$ cat src/rtl/hsv_core_wb_arbiter.sv
// ----------------------------------------------------------------------------
// hsv_core_wb_arbiter
//
// Purpose:
//   Shares the single issue-stage regfile write port among the exec-mem units
//   (0=ALU, 1=branch, 2=ctrl-status, 3=mem). Round-robin arbitration picks
//   at most one result per cycle. The accepted result appears on the
//   registered write port one cycle later, together with a one-hot
//   register-mask clear pulse so the masking stage can release the rd hazard.
//
// Handshake (valid/ready):
//   A unit's result transfers on a clock edge where req_valid_i[i] and
//   req_ready_o[i] are both high. Once valid is raised, the unit holds valid,
//   addr and data stable until that edge. req_ready_o depends only on
//   req_valid_i, the round-robin pointer and flush_req. There is no
//   downstream backpressure: the regfile always accepts.
//
// Ports:
//   clk_core     in   1                  core clock
//   rst_core_n   in   1                  async active-low reset
//   flush_req    in   1                  pipeline flush request
//   flush_ack    out  1                  registered echo of flush_req
//   req_valid_i  in   NUM_UNITS          unit i has a result to write
//   req_ready_o  out  NUM_UNITS          unit i result accepted this cycle
//   req_addr_i   in   NUM_UNITS*ADDR_W   rd of unit i, slice [i*ADDR_W +: ADDR_W]
//   req_data_i   in   NUM_UNITS*DATA_W   result of unit i, slice [i*DATA_W +: DATA_W]
//   wr_addr      out  ADDR_W             regfile write address
//   wr_data      out  DATA_W             regfile write data
//   wr_en        out  1                  regfile write enable (never for x0)
//   clr_mask     out  2**ADDR_W          one-hot rd mask release, same cycle as wr_en
//   grant_o      out  NUM_UNITS          one-hot winner this cycle (debug/cover)
// ----------------------------------------------------------------------------
module hsv_core_wb_arbiter #(
    parameter int NUM_UNITS = 4,
    parameter int ADDR_W    = 5,
    parameter int DATA_W    = 32
) (
    input  logic                          clk_core,
    input  logic                          rst_core_n,
    input  logic                          flush_req,
    output logic                          flush_ack,
    input  logic [NUM_UNITS-1:0]          req_valid_i,
    output logic [NUM_UNITS-1:0]          req_ready_o,
    input  logic [NUM_UNITS*ADDR_W-1:0]   req_addr_i,
    input  logic [NUM_UNITS*DATA_W-1:0]   req_data_i,
    output logic [ADDR_W-1:0]             wr_addr,
    output logic [DATA_W-1:0]             wr_data,
    output logic                          wr_en,
    output logic [(2**ADDR_W)-1:0]        clr_mask,
    output logic [NUM_UNITS-1:0]          grant_o
);

    localparam int PTR_W  = (NUM_UNITS > 1) ? $clog2(NUM_UNITS) : 1;
    localparam int MASK_W = 2**ADDR_W;

    // Round-robin pointer: the unit with highest priority this cycle.
    logic [PTR_W-1:0]     r_ptr;
    logic                 r_flush_ack;
    logic [ADDR_W-1:0]    r_wr_addr;
    logic [DATA_W-1:0]    r_wr_data;
    logic                 r_wr_en;
    logic [MASK_W-1:0]    r_clr_mask;

    logic                 w_found;
    logic [PTR_W-1:0]     w_win_idx;
    logic [PTR_W:0]       w_sum;
    logic [NUM_UNITS-1:0] w_grant;
    logic [ADDR_W-1:0]    w_win_addr;
    logic [DATA_W-1:0]    w_win_data;
    logic [PTR_W-1:0]     w_next_ptr;

    // Search from r_ptr upward, wrapping modulo NUM_UNITS. The one-bit-wider
    // sum lets the wrap work for non-power-of-two unit counts.
    always_comb begin
        w_found   = 1'b0;
        w_win_idx = '0;
        w_sum     = '0;
        for (int k = 0; k < NUM_UNITS; k++) begin
            w_sum = {1'b0, r_ptr} + (PTR_W+1)'(k);
            if (w_sum >= (PTR_W+1)'(NUM_UNITS)) begin
                w_sum = w_sum - (PTR_W+1)'(NUM_UNITS);
            end
            if (!w_found && req_valid_i[w_sum[PTR_W-1:0]]) begin
                w_found   = 1'b1;
                w_win_idx = w_sum[PTR_W-1:0];
            end
        end
        // A flush blocks all grants so nothing younger than the flush
        // point reaches the regfile.
        if (flush_req) begin
            w_found = 1'b0;
        end
    end

    always_comb begin
        w_grant = '0;
        if (w_found) begin
            w_grant[w_win_idx] = 1'b1;
        end
    end

    // Winner payload mux, driven by the one-hot grant.
    always_comb begin
        w_win_addr = '0;
        w_win_data = '0;
        for (int i = 0; i < NUM_UNITS; i++) begin
            if (w_grant[i]) begin
                w_win_addr = req_addr_i[i*ADDR_W +: ADDR_W];
                w_win_data = req_data_i[i*DATA_W +: DATA_W];
            end
        end
    end

    assign w_next_ptr = (w_win_idx == PTR_W'(NUM_UNITS-1)) ? '0 : (w_win_idx + PTR_W'(1));

    always_ff @(posedge clk_core or negedge rst_core_n) begin
        if (!rst_core_n) begin
            r_ptr       <= '0;
            r_flush_ack <= 1'b0;
            r_wr_addr   <= '0;
            r_wr_data   <= '0;
            r_wr_en     <= 1'b0;
            r_clr_mask  <= '0;
        end else begin
            r_flush_ack <= flush_req;

            if (flush_req) begin
                r_ptr <= '0;
            end else if (w_found) begin
                r_ptr <= w_next_ptr;
            end

            if (w_found) begin
                r_wr_addr <= w_win_addr;
                r_wr_data <= w_win_data;
                // x0 is hardwired zero: the transfer completes but neither
                // the regfile write nor the mask release fires.
                if (w_win_addr != '0) begin
                    r_wr_en    <= 1'b1;
                    r_clr_mask <= MASK_W'(1) << w_win_addr;
                end else begin
                    r_wr_en    <= 1'b0;
                    r_clr_mask <= '0;
                end
            end else begin
                r_wr_en    <= 1'b0;
                r_clr_mask <= '0;
            end
        end
    end

    assign req_ready_o = w_grant;
    assign grant_o     = w_grant;
    assign flush_ack   = r_flush_ack;
    assign wr_addr     = r_wr_addr;
    assign wr_data     = r_wr_data;
    assign wr_en       = r_wr_en;
    assign clr_mask    = r_clr_mask;

endmodule
$ cat config.mk
export PLATFORM = sky130hd
export DESIGN_NAME = hsv_core_wb_arbiter
export DESIGN_NICKNAME = d
export VERILOG_FILES = /design/src/rtl/hsv_core_wb_arbiter.sv
export SDC_FILE = /design/constraint.sdc
export NUM_CORES = 1
export LEC_CHECK = 0
export ABC_CLOCK_PERIOD_IN_PS = 4220
export CORE_UTILIZATION = 37
export CTS_CLUSTER_SIZE = 25
export DETAILED_ROUTE_END_ITERATION = 16
export PLACE_DENSITY = 0.81
export SYNTH_ARGS = -nofsm -noshare
export SYNTH_HDL_FRONTEND = slang
export SYNTH_SLANG_ARGS = --single-unit
$ cat constraint.sdc
create_clock -name clk_core -period 4.22 [get_ports clk_core]
set_clock_uncertainty 0.2 [all_clocks]
set_input_delay 1.055 -clock clk_core [delete_from_list [all_inputs] [get_ports clk_core]]
set_output_delay 1.055 -clock clk_core [all_outputs]
set_load 0.02 [all_outputs]
Fig. 1: run 1, PDN straps and rails
Scale: 4 px per um. Pins as bars on the die edge.
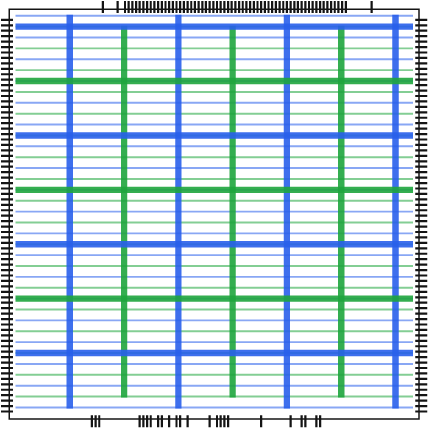
| net | color |
|---|---|
| VDD | green |
| VSS | blue |
met4 straps: 7
met1 rails: 37
signal pins: 234
VDD IR-drop max: 0.1777 mV
CORE AREA: 9729 um2
Chip Height: 102.1 um
chip width: 102.1 um

Fig. 2: run 1, cell outlines without signal wires
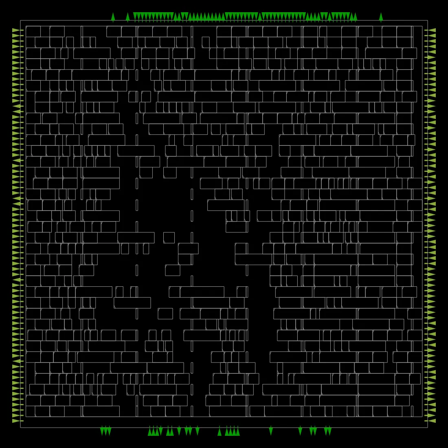
fillers: 755
Tap Cells: 133
fin util: 0.6709
Final Non-Filler Cells: 764
# rows: 36

Fig. 3: run 1, a small window of the routed layout
Window x 26 to 76, y 46 to 96 um. Cells in gray, sequential cells in the stronger gray; small squares are vias.
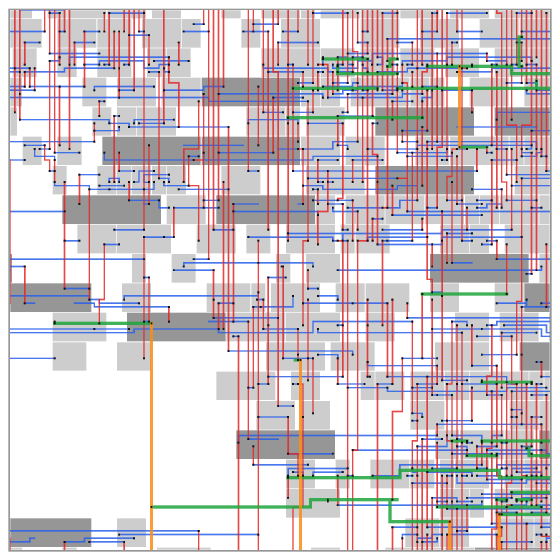
| layer | color |
|---|---|
| metal 3 | green |
| metal 2 | red |
| metal 4 | orange |
| metal 1 | blue |
most frequent: clkdlybuf4s50_1 (30), dfrtp_1 (13), a21oi_1 (12)
sequential cells in the window: 13
netlist names of flops here include: `wr_data` (11)
cells with their middle in the window: 144

Fig. 4: run 1, drive-strength map
Scale: 3 px per um.
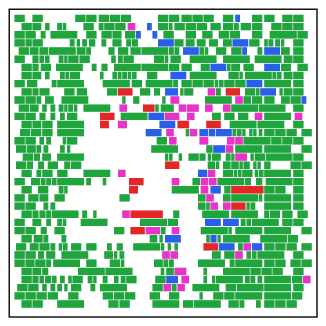
| size | color | cells | share | most used |
|---|---|---|---|---|
| _3 and _4 cells | magenta | 43 | 6.8% | buf_4 |
| _0 and _1 cells | green | 541 | 86% | clkdlybuf4s50_1 |
| _6 and larger | red | 15 | 2.4% | clkbuf_8 |
| _2 cells | blue | 32 | 5.1% | a221oi_2 |
Area growth syn-to-layout: 76.13%
Design Area, Final: 6528 um2
bufs w/o clock: 265

==> impl_metrics.csv, run 1 <==
group,metric,value,unit
final_layout,mostFrequentLayoutCells,"clkdlybuf4s50_1, dfrtp_1, a21oi_1",
critical_path,cp-endpoint,"req_ready_o[2]",
critical_path,cp_top_family,"buffers and inverters",
min_path,hp-start,"wr_addr[0]$_DFFE_PN0P_",
yosys,edf_count,0,
yosys,syn_area,3706,um2
critical_path,rr_worst_depth,12,
timing,slew_headroom,0.3153,
yosys,yosysMostFrequentCell,"dfrtp_1",
placed_design,post-dp-hpwl,9752,um
timing,final_hold_viol_count,0,
timing,setup_viol_count_final,0,
clocking,clock-root-buffer,"clkbuf_8",
yosys,synthArstFlopShare,1.000,
global_routing,grt_pass1_vias,3915,
route,drt-pass1-iter-count,5,
power_and_ir_drop,power_frac_clock,0.237,
critical_path,arrival,2.89,ns
global_routing,grt_pass1_wl,19380,um
yosys,yosys-stat-cells,388,
power_and_ir_drop,p_sw,954.4,uW
critical_path,crit_path_start_kind,"input port",
power_and_ir_drop,internal_power,1.717,mW
power_and_ir_drop,seqPwrFrac,0.322,
power_and_ir_drop,p_leak,2.668,nW
timing,fin_ws,0.07637,ns
final_layout,diodes,0,
yosys,yosys.area.top_type,"dfrtp_1",
final_layout,layout.nets,785,
placed_design,gp_congestion,0.8325,
yosys,synth_chip_area,3706,um2
timing,worst_pin_slew,1.023,ns
timing,fin_crit,4.144,ns
route,drt-initial-drc-count,183,
critical_path,crit_chain,"clkdlybuf4s50_1 -> mux2_2 -> a221oi_2 -> buf_4 -> buf_4 -> inv_1 -> ha_2 -> and2_1 -> buf_2",
final_layout,seq_area,1827,um2
critical_path,r2r_start,"r_ptr[1]$_DFFE_PN0P_",
critical_path,slowest_delay,0.44,ns
placed_design,pre_cts_ws,-0.3149,ns
final_layout,layout_top_cell,"clkdlybuf4s50_1",
power_and_ir_drop,combPwrFrac,0.441,
outcome,status,"finished, final reports clean",
critical_path,end_kind,"output pin",
final_layout,drive_gt1_frac,0.1426,
route,antenna_left,0,
critical_path,crit_path_max_fanout,3,
route,wl_per_cell,17.18,um
clocking,cts_tree,"yes",
floorplan,die_area,10420,um2
critical_path,r2r_end,"clr_mask[28]$_DFF_PN0_",
power_and_ir_drop,p_sw_frac,0.3572,
critical_path,worst-path-buf-inv,5,
yosys,synthFlopType,"dfrtp_1",
route,routed_wl,13130,um
yosys,syn_nets,547,
run,drv_cap,0,
global_routing,grt_usage,0.2446,
yosys,avgSynthCellArea,9.552,um2
yosys,ys.flops,73,
global_routing,antenna_found_initial,0,
placed_design,dpl.cell_count,745,
critical_path,critPathLaunch,"req_valid_i[0]",
min_path,hold_class,"reg2reg",
clocking,numCtsBuffers,9,
timing,maxSlewViolCount,0,
critical_path,path_depth,9,
timing,finalCritPeriodShare,0.9819,
final_layout,logic_area,1752,um2
critical_path,slowest_stage,"clkdlybuf4s50_1",
run,warnings,30,
min_path,hold_depth,1,
min_path,min_to,"wr_addr[0]$_DFFE_PN0P_",
timing,fmax,241.3,MHz
route,vias,4080,
yosys,area_leaders,"dfrtp_1, a21oi_1, a221oi_1",
critical_path,required,2.96,ns
critical_path,crit_top_cell,"buf_4",
yosys,syn_inst,388,
==> run 1: metrics by stage <==
step / power (mW) / TNS (ns)
floorplan: 1.459 / 0
global placement: 1.995 / -5.628
detailed placement: 2.022 / -10.53
CTS: 2.658 / -0.1423
global route: 2.811 / -0.02110
finish: 2.672 / 0
==> run 1: timing repair <==
action,CTS,global route
gates cloned,0,0
buffers inserted,1,2
endpoints found under the hold margin,0,0
setup endpoints to repair,9,40
resized,27,22
hold buffers,0,0
==> run 1: cells by family after synthesis <==
group / Yosys count / synth area share
simple gates: 145 / 0.1918
mux: 1 / 0.003038
flops: 73 / 0.4929
other cells: 1 / 0.001012
fa+ha+maj: 4 / 0.01350
buf+inv: 42 / 0.05570
compound gates: 122 / 0.2421
==> run 1: power by group through the flow <==
stage	registers (mW)	clock network (mW)	logic, mW
2_1_floorplan	1.01	0	0.453
3_5_place_dp	0.877	0	1.15
6_report	0.861	0.632	1.18
3_3_place_gp	0.872	0	1.12
4_1_cts	0.863	0.642	1.15
5_1_grt	0.874	0.670	1.27
==> run 1: sequential cells by signal (all words and copies together), names as in the netlist <==
signal,flops
r_ptr,2
wr_data,32
flush_ack,1
clr_mask,32
wr_addr,5
wr_en,1
==> run 1: cell type report <==
class,instances,share of cell area
tap,133,0.02549
sequential,73,0.2799
clock inverter,7,0.01553
timing repair buffer,265,0.3895
inverter,4,0.002300
multi-input combinational,273,0.2684
clock buffer,9,0.01898
==> run 1: metal layers <==
metal / vias up / part of all wire / global-route usage
met4: 0 / 0.015 / 0.07363
met3: 19 / 0.087 / 0.05677
li1: 1893 / - / -
met5: - / 0 / 0
met2: 235 / 0.53 / 0.4512
met1: 1933 / 0.37 / 0.2799
Fig. 5: run 1, wiring heat map
Scale: 4 px per um. 20 x 20 tiles, from dark purple (low) to yellow (high), scaled to the fullest tile. Values are wire area over tile area, all layers added.
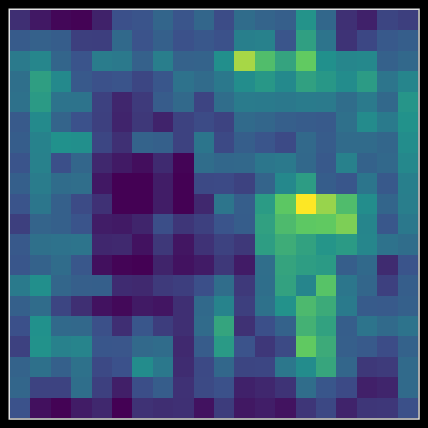

## Run 2: what changed since run 1
--- a/config.mk
+++ b/config.mk
@@ -6,6 +6,7 @@
 export NUM_CORES = 1
 export LEC_CHECK = 0
 export ABC_CLOCK_PERIOD_IN_PS = 4220
+export CORE_MARGIN = 5
 export CORE_UTILIZATION = 37
 export CTS_CLUSTER_SIZE = 25
 export DETAILED_ROUTE_END_ITERATION = 16
Fig. 6: run 2, wiring heat map
Scale: 3 px per um. 22 x 22 tiles, from dark purple (low) to yellow (high), scaled to the fullest tile. Values are wire area over tile area, all layers added.
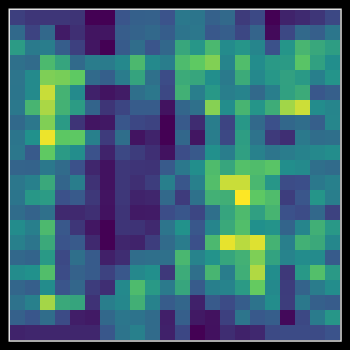
nearly empty tiles: 1.9%
mean over tiles: 0.20
tiles over half the peak: 25%
fullest tile: 0.53
Total Routing Usage GR: 0.2256
final wirelength: 13940 um
DR vias: 4058
Wirelength per Cell: 18.13 um

Fig. 7: run 2, a small window of the routed layout
Window x 30 to 80, y 52 to 102 um. Cells in gray, sequential cells in the stronger gray; small squares are vias.
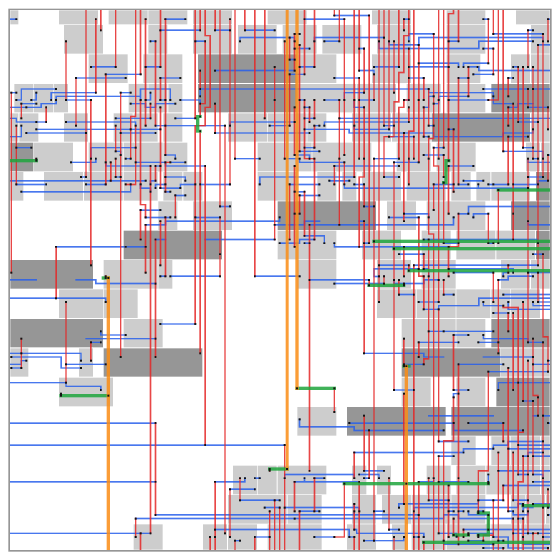

==> impl_metrics.csv, run 2 <==
group,metric,value,unit
placed_design,pre_cts_ws,-0.3735,ns
power_and_ir_drop,p_total,2.571,mW
yosys,synthArstFlopShare,1.000,
critical_path,crit_chain,"clkdlybuf4s50_1 -> a21oi_1 -> o21a_1 -> o22a_1 -> inv_1 -> ha_1 -> and2_4 -> dlygate4sd2_1",
clocking,cts.sinks,73,
floorplan,num_rows,36,
yosys,syn_area,3706,um2
floorplan,die_area,12120,um2
yosys,mux_share,0.003038,
route,met1_length,4914,um
critical_path,arrival,2.84,ns
critical_path,crit_path_start_kind,"input port",
yosys,syn_nets,547,
outcome,status,"finished, final reports clean",
yosys,yosysMostFrequentCell,"dfrtp_1",
critical_path,slowest_stage,"clkdlybuf4s50_1",
yosys,logic_family,"AND-OR/OR-AND gates",
yosys,ys_sh_aoi,0.2421,
timing,setup_tns,0,ns
final_layout,stdcell_count,769,
floorplan,die_x,110.1,um
final_layout,design_area,6524,um2
global_routing,antenna_found_initial,0,
timing,slew_headroom,0.3137,
final_layout,diodes,0,
critical_path,crit_path_max_fanout,4,
timing,fmax,244.1,MHz
final_layout,syn2layout_area_growth,76.03,%
floorplan,core,9774,um2
yosys,syn_inst,388,
power_and_ir_drop,seqPwrFrac,0.336,
final_layout,layout.nets,790,
timing,setup_viol_count_final,0,
critical_path,end_kind,"output pin",
power_and_ir_drop,power_frac_clock,0.203,
global_routing,grt_pass1_wl,20640,um
power_and_ir_drop,combPwrFrac,0.461,
clocking,cts_tree,"yes",
route,top_layer,"met4",
final_layout,drive_gt1_frac,0.1384,
clocking,clock-root-buffer,"clkbuf_8",
power_and_ir_drop,internal_power,1.608,mW
critical_path,critPathLaunch,"req_valid_i[1]",
clocking,numCtsBuffers,9,
route,drt-pass1-iter-count,4,
run,warnings,29,
route,antenna_left,0,
timing,fin_crit,4.097,ns
final_layout,layout_top_cell,"clkdlybuf4s50_1",
critical_path,r2r_start,"r_ptr[1]$_DFFE_PN0P_",
power_and_ir_drop,peakVddDrop,0.1763,mV
power_and_ir_drop,p_sw,962.4,uW
yosys,simple_gate_share,0.1918,
critical_path,cp_top_family,"buffers and inverters",
clocking,hold_buffers,0,
timing,finalCritPeriodShare,0.9707,
min_path,hold_class,"reg2reg",
critical_path,slowest_delay,0.52,ns
power_and_ir_drop,p_leak,2.698,nW
route,wl_met3,1855,um
yosys,ys.flops,73,
global_routing,grt_pass1_vias,4168,
placed_design,post-dp-hpwl,10890,um
timing,fin_ws,0.1235,ns
yosys,avgSynthCellArea,9.552,um2
floorplan,die_h,110.1,um
yosys,area_leaders,"dfrtp_1, a21oi_1, a221oi_1",
run,drv_cap,0,
timing,final_hold_viol_count,0,
yosys,yosys-stat-cells,388,
placed_design,dpl.cell_count,750,
yosys,xor_area_frac,0,
power_and_ir_drop,p_sw_frac,0.3744,
placed_design,gp_congestion,0.8763,
timing,worst_pin_slew,1.025,ns
yosys,edf_count,0,
critical_path,worst-path-buf-inv,3,
Fig. 8: run 2, cell outlines without signal wires
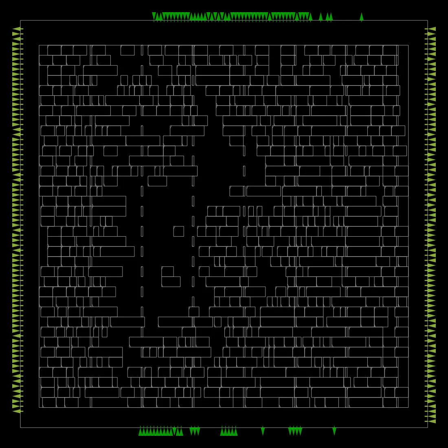
fin util: 0.6674
registers: 73

## run 2: what timing repair did
action	CTS	global route
pin swaps	1	2
setup endpoints to repair	8	38
buffers inserted	2	1
gates resized	24	16
## run 2: path summary, 6_finish.rpt
| check | to | slack [ns] | cells after the start |
|---|---|---|---|
| min | wr_addr[4]$_DFFE_PN0P_ | 0.29 | 2 |
| min reg2reg | wr_addr[4]$_DFFE_PN0P_ | 0.29 | 2 |
| min in group asynchronous | clr_mask[16]$_DFF_PN0_ | 0.61 | 1 |
| max | req_ready_o[1] | 0.12 | 8 |
| max reg2reg | clr_mask[20]$_DFF_PN0_ | 0.77 | 12 |
| max in group asynchronous | wr_data[30]$_DFFE_PN0P_ | 2.62 | 1 |
## run 2: cells by family (layout without fill, tap and decap cells)
kind of cell | count (synthesis) | in the layout
mux | 1 | 1
buf+inv | 42 | 290
compound gates | 122 | 122
other cells | 1 | 1
simple gates | 145 | 145
flops | 73 | 73
fa+ha+maj | 4 | 4
## run 2: power by group through the flow
stage | Combinational (mW) | Clock (mW) | Sequential (mW)
6_report | 1.19 | 0.523 | 0.863
5_1_grt | 1.28 | 0.562 | 0.877
4_1_cts | 1.17 | 0.535 | 0.864
3_5_place_dp | 1.16 | 0 | 0.877
3_3_place_gp | 1.14 | 0 | 0.871
2_1_floorplan | 0.453 | 0 | 1.01
## run 2: final cells by class
cell class | instances | area [um2]
clock inverters | 7 | 60.06
inverters | 4 | 15.01
repair buffers | 270 | 2600
fillers | 786 | 3251
clock buffers | 9 | 123.9
flip-flops and latches | 73 | 1827
multi-input cells | 273 | 1732
well taps | 133 | 166.4
## run 2: per-layer routing
layer / GRT usage / vias to the layer above
met2: 0.3899 / 220
met3: 0.08445 / 27
met4: 0.09884 / 0
met1: 0.2465 / 1906
li1: - / 1905
met5: 0 / -
Power figures rest on the tool's default switching activity, not on a simulated workload.
